### src/rtl/taiko_draw_pkg.sv
// Shared constants, FSM state type and pipeline tag for the frame-buffer draw sequencer.
package taiko_draw_pkg;

    localparam int unsigned SCREEN_W   = 160;
    localparam int unsigned SCREEN_H   = 120;
    localparam int unsigned SPR_W      = 20;
    localparam int unsigned SPR_H      = 10;
    localparam int unsigned COLOR_W    = 3;
    localparam int unsigned BG_PIXELS  = SCREEN_W * SCREEN_H;
    localparam int unsigned SPR_PIXELS = SPR_W * SPR_H;

    localparam int unsigned X_W        = 8;
    localparam int unsigned Y_W        = 7;
    localparam int unsigned BG_ADDR_W  = 15;
    localparam int unsigned SPR_ADDR_W = 8;

    localparam logic [COLOR_W-1:0] KEY_COLOR = 3'b000;

    typedef enum logic [1:0] {
        IDLE  = 2'd0,
        BG    = 2'd1,
        SPR   = 2'd2,
        DRAIN = 2'd3
    } draw_state_t;

    // Coordinates and plot qualifier travelling alongside a ROM read.
    typedef struct packed {
        logic           valid;
        logic           spr;
        logic [X_W-1:0] x;
        logic [Y_W-1:0] y;
    } pix_tag_t;

endpackage

### src/rtl/raster_walker.sv
// Row-major raster walker: linear ROM address plus paired (x, y), one step per cycle.
module raster_walker #(
    parameter int unsigned W = 160,
    parameter int unsigned H = 120,
    localparam int unsigned XW = $clog2(W),
    localparam int unsigned YW = $clog2(H),
    localparam int unsigned AW = $clog2(W * H)
) (
    input  logic          clk,
    input  logic          rst_n,
    input  logic          start,
    input  logic          step,
    output logic [XW-1:0] x,
    output logic [YW-1:0] y,
    output logic [AW-1:0] addr,
    output logic          last
);

    assign last = (addr == AW'(W * H - 1));

    always_ff @(posedge clk or negedge rst_n) begin
        if (!rst_n) begin
            x    <= '0;
            y    <= '0;
            addr <= '0;
        end else if (start) begin
            x    <= '0;
            y    <= '0;
            addr <= '0;
        end else if (step) begin
            addr <= addr + AW'(1);
            if (x == XW'(W - 1)) begin
                x <= '0;
                y <= y + YW'(1);
            end else begin
                x <= x + XW'(1);
            end
        end
    end

endmodule

### src/rtl/draw_sequencer.sv
// Arbitrates background/sprite redraws onto the single frame-buffer write port.
// Build option: DRAW_SEQ_SPR_KEY_EN suppresses sprite pixels equal to KEY_COLOR.
module draw_sequencer
    import taiko_draw_pkg::*;
(
    input  logic                  CLOCK_50,
    input  logic                  resetn,
    input  logic                  bg_req,
    input  logic                  bg_sel,
    output logic                  bg_ack,
    input  logic                  spr_req,
    input  logic [X_W-1:0]        spr_x,
    input  logic [Y_W-1:0]        spr_y,
    output logic                  spr_ack,
    output logic [BG_ADDR_W-1:0]  bg_addr,
    output logic                  bg_src,
    input  logic [COLOR_W-1:0]    bg_color,
    output logic [SPR_ADDR_W-1:0] spr_addr,
    input  logic [COLOR_W-1:0]    spr_color,
    output logic [X_W-1:0]        vga_x,
    output logic [Y_W-1:0]        vga_y,
    output logic [COLOR_W-1:0]    vga_colour,
    output logic                  vga_plot,
    output logic                  busy
);

    draw_state_t    state;
    logic           drain_cnt;
    logic [X_W-1:0] spr_x_q;
    logic [Y_W-1:0] spr_y_q;

    logic [X_W-1:0] bg_x;
    logic [Y_W-1:0] bg_y;
    logic           bg_last;
    logic [4:0]     spr_dx;
    logic [3:0]     spr_dy;
    logic           spr_last;

    logic           bg_start, bg_step, spr_start, spr_step;
    logic [8:0]     tgt_x;
    logic [7:0]     tgt_y;
    logic           in_bounds;
    logic           keyed;
    pix_tag_t       pipe;

    assign bg_start  = (state == IDLE) && bg_req;
    assign spr_start = (state == IDLE) && !bg_req && spr_req;
    assign bg_step   = (state == BG)  && !bg_last;
    assign spr_step  = (state == SPR) && !spr_last;

    raster_walker #(.W(SCREEN_W), .H(SCREEN_H)) u_bg_walker (
        .clk   (CLOCK_50),
        .rst_n (resetn),
        .start (bg_start),
        .step  (bg_step),
        .x     (bg_x),
        .y     (bg_y),
        .addr  (bg_addr),
        .last  (bg_last)
    );

    raster_walker #(.W(SPR_W), .H(SPR_H)) u_spr_walker (
        .clk   (CLOCK_50),
        .rst_n (resetn),
        .start (spr_start),
        .step  (spr_step),
        .x     (spr_dx),
        .y     (spr_dy),
        .addr  (spr_addr),
        .last  (spr_last)
    );

    // Widened target so a sprite hanging off the right/bottom edge is detectable.
    assign tgt_x     = 9'(spr_x_q) + 9'(spr_dx);
    assign tgt_y     = 8'(spr_y_q) + 8'(spr_dy);
    assign in_bounds = (tgt_x < 9'(SCREEN_W)) && (tgt_y < 8'(SCREEN_H));

`ifdef DRAW_SEQ_SPR_KEY_EN
    assign keyed = pipe.spr && (spr_color == KEY_COLOR);
`else
    assign keyed = 1'b0;
`endif

    always_ff @(posedge CLOCK_50 or negedge resetn) begin
        if (!resetn) begin
            state     <= IDLE;
            drain_cnt <= 1'b0;
            bg_ack    <= 1'b0;
            spr_ack   <= 1'b0;
            bg_src    <= 1'b0;
            spr_x_q   <= '0;
            spr_y_q   <= '0;
            busy      <= 1'b0;
        end else begin
            bg_ack  <= 1'b0;
            spr_ack <= 1'b0;
            case (state)
                IDLE: begin
                    if (bg_req) begin
                        bg_ack <= 1'b1;
                        bg_src <= bg_sel;
                        busy   <= 1'b1;
                        state  <= BG;
                    end else if (spr_req) begin
                        spr_ack <= 1'b1;
                        spr_x_q <= spr_x;
                        spr_y_q <= spr_y;
                        busy    <= 1'b1;
                        state   <= SPR;
                    end
                end
                BG: begin
                    if (bg_last) begin
                        drain_cnt <= 1'b0;
                        state     <= DRAIN;
                    end
                end
                SPR: begin
                    if (spr_last) begin
                        drain_cnt <= 1'b0;
                        state     <= DRAIN;
                    end
                end
                DRAIN: begin
                    // Two cycles: ROM stage then output register.
                    if (drain_cnt) begin
                        busy  <= 1'b0;
                        state <= IDLE;
                    end else begin
                        drain_cnt <= 1'b1;
                    end
                end
                default: state <= IDLE;
            endcase
        end
    end

    // Tag stage aligned with ROM data, then registered frame-buffer port.
    always_ff @(posedge CLOCK_50 or negedge resetn) begin
        if (!resetn) begin
            pipe       <= '0;
            vga_x      <= '0;
            vga_y      <= '0;
            vga_colour <= '0;
            vga_plot   <= 1'b0;
        end else begin
            if (state == BG) begin
                pipe <= '{valid: 1'b1, spr: 1'b0, x: bg_x, y: bg_y};
            end else if (state == SPR) begin
                pipe <= '{valid: in_bounds, spr: 1'b1, x: tgt_x[X_W-1:0], y: tgt_y[Y_W-1:0]};
            end else begin
                pipe <= '0;
            end
            vga_x      <= pipe.x;
            vga_y      <= pipe.y;
            vga_colour <= pipe.spr ? spr_color : bg_color;
            vga_plot   <= pipe.valid && !keyed;
        end
    end

endmodule

### config.mk
export PLATFORM = sky130hd
export DESIGN_NAME = draw_sequencer
export DESIGN_NICKNAME = d
export VERILOG_FILES = /design/src/rtl/taiko_draw_pkg.sv /design/src/rtl/raster_walker.sv /design/src/rtl/draw_sequencer.sv
export SDC_FILE = /design/constraint.sdc
export NUM_CORES = 1
export LEC_CHECK = 0
export CAP_MARGIN = 20
export CORE_UTILIZATION = 29
export DETAILED_ROUTE_END_ITERATION = 16
export PLACE_DENSITY = 0.57
export RECOVER_POWER = 25
export SYNTH_ARGS = -nofsm -noshare
export SYNTH_HDL_FRONTEND = slang
export SYNTH_SLANG_ARGS = --single-unit
### constraint.sdc
create_clock -name CLOCK_50 -period 5.9 [get_ports CLOCK_50]
set_input_delay 1.77 -clock CLOCK_50 [delete_from_list [all_inputs] [get_ports CLOCK_50]]
set_output_delay 1.77 -clock CLOCK_50 [all_outputs]
set_load 0.02 [all_outputs]
==> images/io_fan.png <==
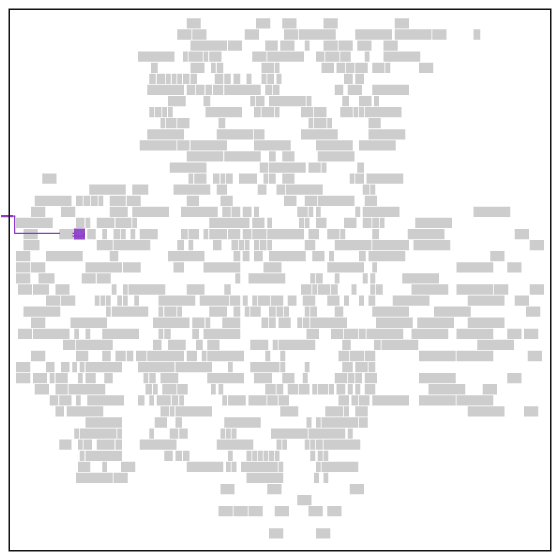
color	port	bits	direction	edge	end cells	buffers	wire
purple	`spr_req`	1	input	left	2	1	20.1 um

==> images/clocks.png <==
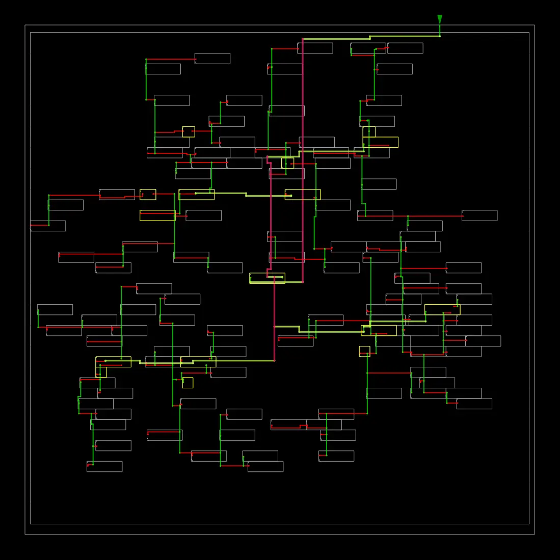
Clock Power: 0.000580 W
clock buf count: 9
Clock Latency Late Sink: 350 ps
clock skew: 6.141 ps

==> CHANGELOG.md <==
### Physical design

* Largest net degree at the start of global routing at 74
* DRC at 0
* Sw frac at a little under two fifths
* Avg Vias per Cell at 4.809
* Tightest Pin Transition at around 1800 ps
* Yosys chip area at slightly below 5000 um2
* Worst path max stage delay at around 810 ps
* Depth of the worst register-to-register path at 5
* TritonCTS clock tree: yes
* Die W at 132.5 um
* Clock Sinks at about 110
* Achievable clock frequency at 0.2714 GHz
* Setup CP Type: in2reg
* Critical path launch point: bg_req
* DP Worst Slack at around 1800 ps
* Flops after synth at 105
* Vias at 3756
* Crit path DAT at 3940 ps
* Area leader, netlist: dfrtp_1
* Result of the run: finished with violations
* RR Endpoint: state[1]$_DFFE_PN0P_
* Hold_ws at 344.6 ps
* Initial antenna violation count at 0
* Peak supply drop at 0.0002084 V
* Final min period at 3685 ps
* EDFF count, synth at 0
* DRT Wirelength at 11140 um
* Clock network power share at between 20% and 30%
* Cell count listed in synth_stat.txt at 490
* Ports at ~70
* Routed WL per cell at 14.26 um
* Critical path cell sequence: clkdlybuf4s50_1 > nand2b_1 > or2_2 > clkinv_1 > o21ai_0
* Final hold violations at 0
* Slew Viols, Final at approximately 74
* Post-detail-place hpwl at 7820 um
* Final setup TNS at 0 ps
* Post_cts resized at 0
* Number of setup violations in the final report at 0
* Clock tree buffer depth at 2
* Clock Pin Slew Worst Setup and Hold Paths at 80 ps
* Nets at 603
* Dominant cell area share at 53.20%
* Fin worst setup slack at approximately 2200 ps
* Power per cell area at 429.8 nW/um2
* Cell family with most CP delay: buffers and inverters
* Top cells, area: dfrtp_1 (53%), nand2_1 (6.7%), ha_1 (4.8%)
* Failing checks: capacitance limit, slew limit
* Layout cell share with drive strength beyond 1 at 6.061%
* R2r setup slk at about 3000 ps
* Sequential Power Share at 41.2%
* # diodes at 0
* Buf+Inv Stages, Crit Path at 2
* Hold WC Path Type: reg2reg
* Clock Tree Root: clkbuf_16
* Yosys synthesis warning count at 0
* Async S/R FF share, synth at 100.0%
* Placed Instances at 765
* Slowest CP cell: clkinv_1
* Seq share, synth at a little over half
* Startpoint types: input port
* Mapped Area at 4938 um2
* Input/output buffers at 71
* Combinational gate area at 2188 um2
* Area Overhead vs Synth at 24.53%
* Fp_density at between 20% and 30%
* Gate Count Post-Synth at 490
* P_leak at 2.765 nW
* Gate power share at 36.8%
* Cell-internal power at ~0.0016 W
* Last element of the critical path: spr_x_q[7]$_DFFE_PN0P_
* GP Congestion at 0.7886
* Post-CTS setup buffer count at 0
* RSZ-0062 raised after global routing: no
* Mapped Nets at approximately 540
* WP data required at between 6000 and 7000 ps
* Aggregate global routing overflow at 0
* Die Height at about 130 um
* CTS H-tree lvls at 3
* MaxCap Viol Count at 1
* Crit path max fanout at 34
* Initial DRC count at 187
* Critical R2R Launch: u_bg_walker.addr[8]$_DFFE_PN0P_
==> images/wires.png <==
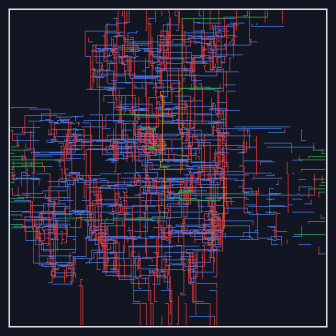
color	layer	wire length
green	metal 3	459 um
orange	metal 4	160 um
blue	metal 1	5400 um
red	metal 2	5130 um

==> images/logic_types.png <==
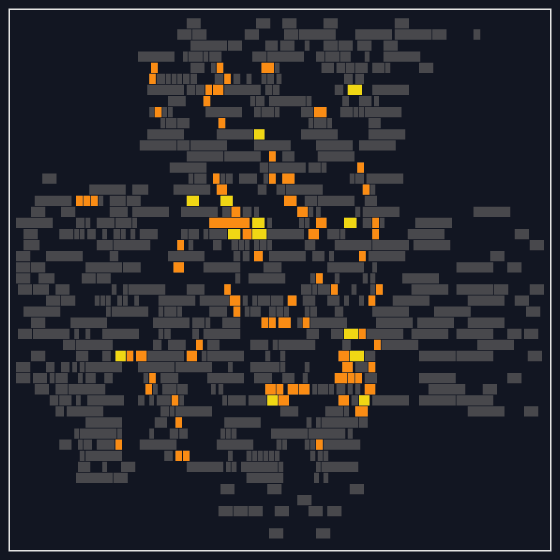
color	family	cells
orange	inverting AOI/OAI gates	74
yellow	AND-OR and OR-AND gates	13

-- final cells by class --
cell class	instances	area share, %
repair buffers	74	11.84
inverters	12	0.7325
well taps	220	4.476
flip-flops and latches	105	42.73
clock inverters	7	0.9766
multi-input cells	354	35.58
clock buffers	9	3.662
-- cell usage after synthesis (5+ instances only) --
cell type and n:
clkbuf_1 13, nand3_1 17, o211ai_1 7, inv_1 11, nand4_1 10, or3_1 8
xor2_1 27, o21ai_0 23, o2111ai_1 5, ha_1 19, nand2_1 88, dfrtp_1 105
nor2_1 45, xnor2_1 10, a21oi_1 20, buf_2 5, and3_1 6, nor3_1 5
mux2_2 6
-- worst reg2reg max path: stages, from the launching register on --
cell and delay (ps):
dfrtp_1 440, nor4bb_1 300, nand4_1 560, o21ai_1 960, nand3_1 240, mux2_2 330
-- layout by cell type, fill, tap and decap left out, types with 6 or more instances in the layout --
cell type,Yosys,final
nand2_1,88,88
nand4_1,10,10
xor2_1,27,27
nand3_1,17,17
dfrtp_1,105,105
ha_1,19,19
xnor2_1,10,10
clkbuf_16,0,9
inv_1,11,11
o21ai_0,23,23
mux2_2,6,6
a21oi_1,20,20
nor2_1,45,45
clkdlybuf4s50_1,0,67
o211ai_1,7,7
and3_1,6,6
or3_1,8,8
-- power by group through the flow --
stage | clock (W) | combinational [W] | sequential (W)
global placement | 0 | 0.000959 | 0.00109
CTS | 0.000598 | 0.000986 | 0.00109
global route | 0.000629 | 0.00108 | 0.00112
floorplan | 0 | 0.000556 | 0.00115
detailed placement | 0 | 0.000982 | 0.00110
finish | 0.000580 | 0.000974 | 0.00109
-- logic make-up after synthesis --
kind of cell	count (synthesis)	synth area share (%)
adder cells (fa/ha/maj)	21	5.625
multiplexers	6	1.368
flip-flops	105	53.20
AND/OR/NAND/NOR	203	19.00
XOR/XNOR	37	6.562
AND-OR/OR-AND	87	11.76
buffers and inverters	31	2.483
-- how the worst min path moves through the flow --
stage	endpoint	depth (start not counted)	slack, ps
floorplan	vga_plot$_DFF_PN0_	0	330
global placement	vga_y[1]$_DFF_PN0_	0	340
detailed placement	vga_x[5]$_DFF_PN0_	0	330
CTS	vga_y[1]$_DFF_PN0_	0	350
global route	vga_y[0]$_DFF_PN0_	0	360
finish	vga_y[1]$_DFF_PN0_	0	340
-- routing by layer --
metal	routed length, um	global-route usage (%)	up-vias	part of all wire (%)
met4	160	4.087	0	1.4
met5	0	0	-	0
met3	458	3.678	14	4.1
met2	5125	20.85	73	46
li1	-	-	1825	-
met1	5396	18.61	1844	48
-- through the flow --
stage,area [um2],total power [W]
global placement,5867,0.002053
CTS,6152,0.002673
detailed placement,5867,0.002084
global route,6150,0.002828
finish,6150,0.002643
floorplan,4938,0.001705
-- registers in the layout, indices dropped and copies added, names as in the netlist --
name,flops
vga_colour,3
bg_src,1
spr_y_q,7
spr_x_q,8
u_spr_walker.addr,8
pipe,17
busy,1
vga_plot,1
drain_cnt,1
u_bg_walker.y,7
u_spr_walker.y,4
u_bg_walker.x,8
u_spr_walker.x,5
bg_ack,1
u_bg_walker.addr,15
spr_ack,1
vga_x,8
vga_y,7
state,2
Power figures rest on the tool's default switching activity, not on a simulated workload.
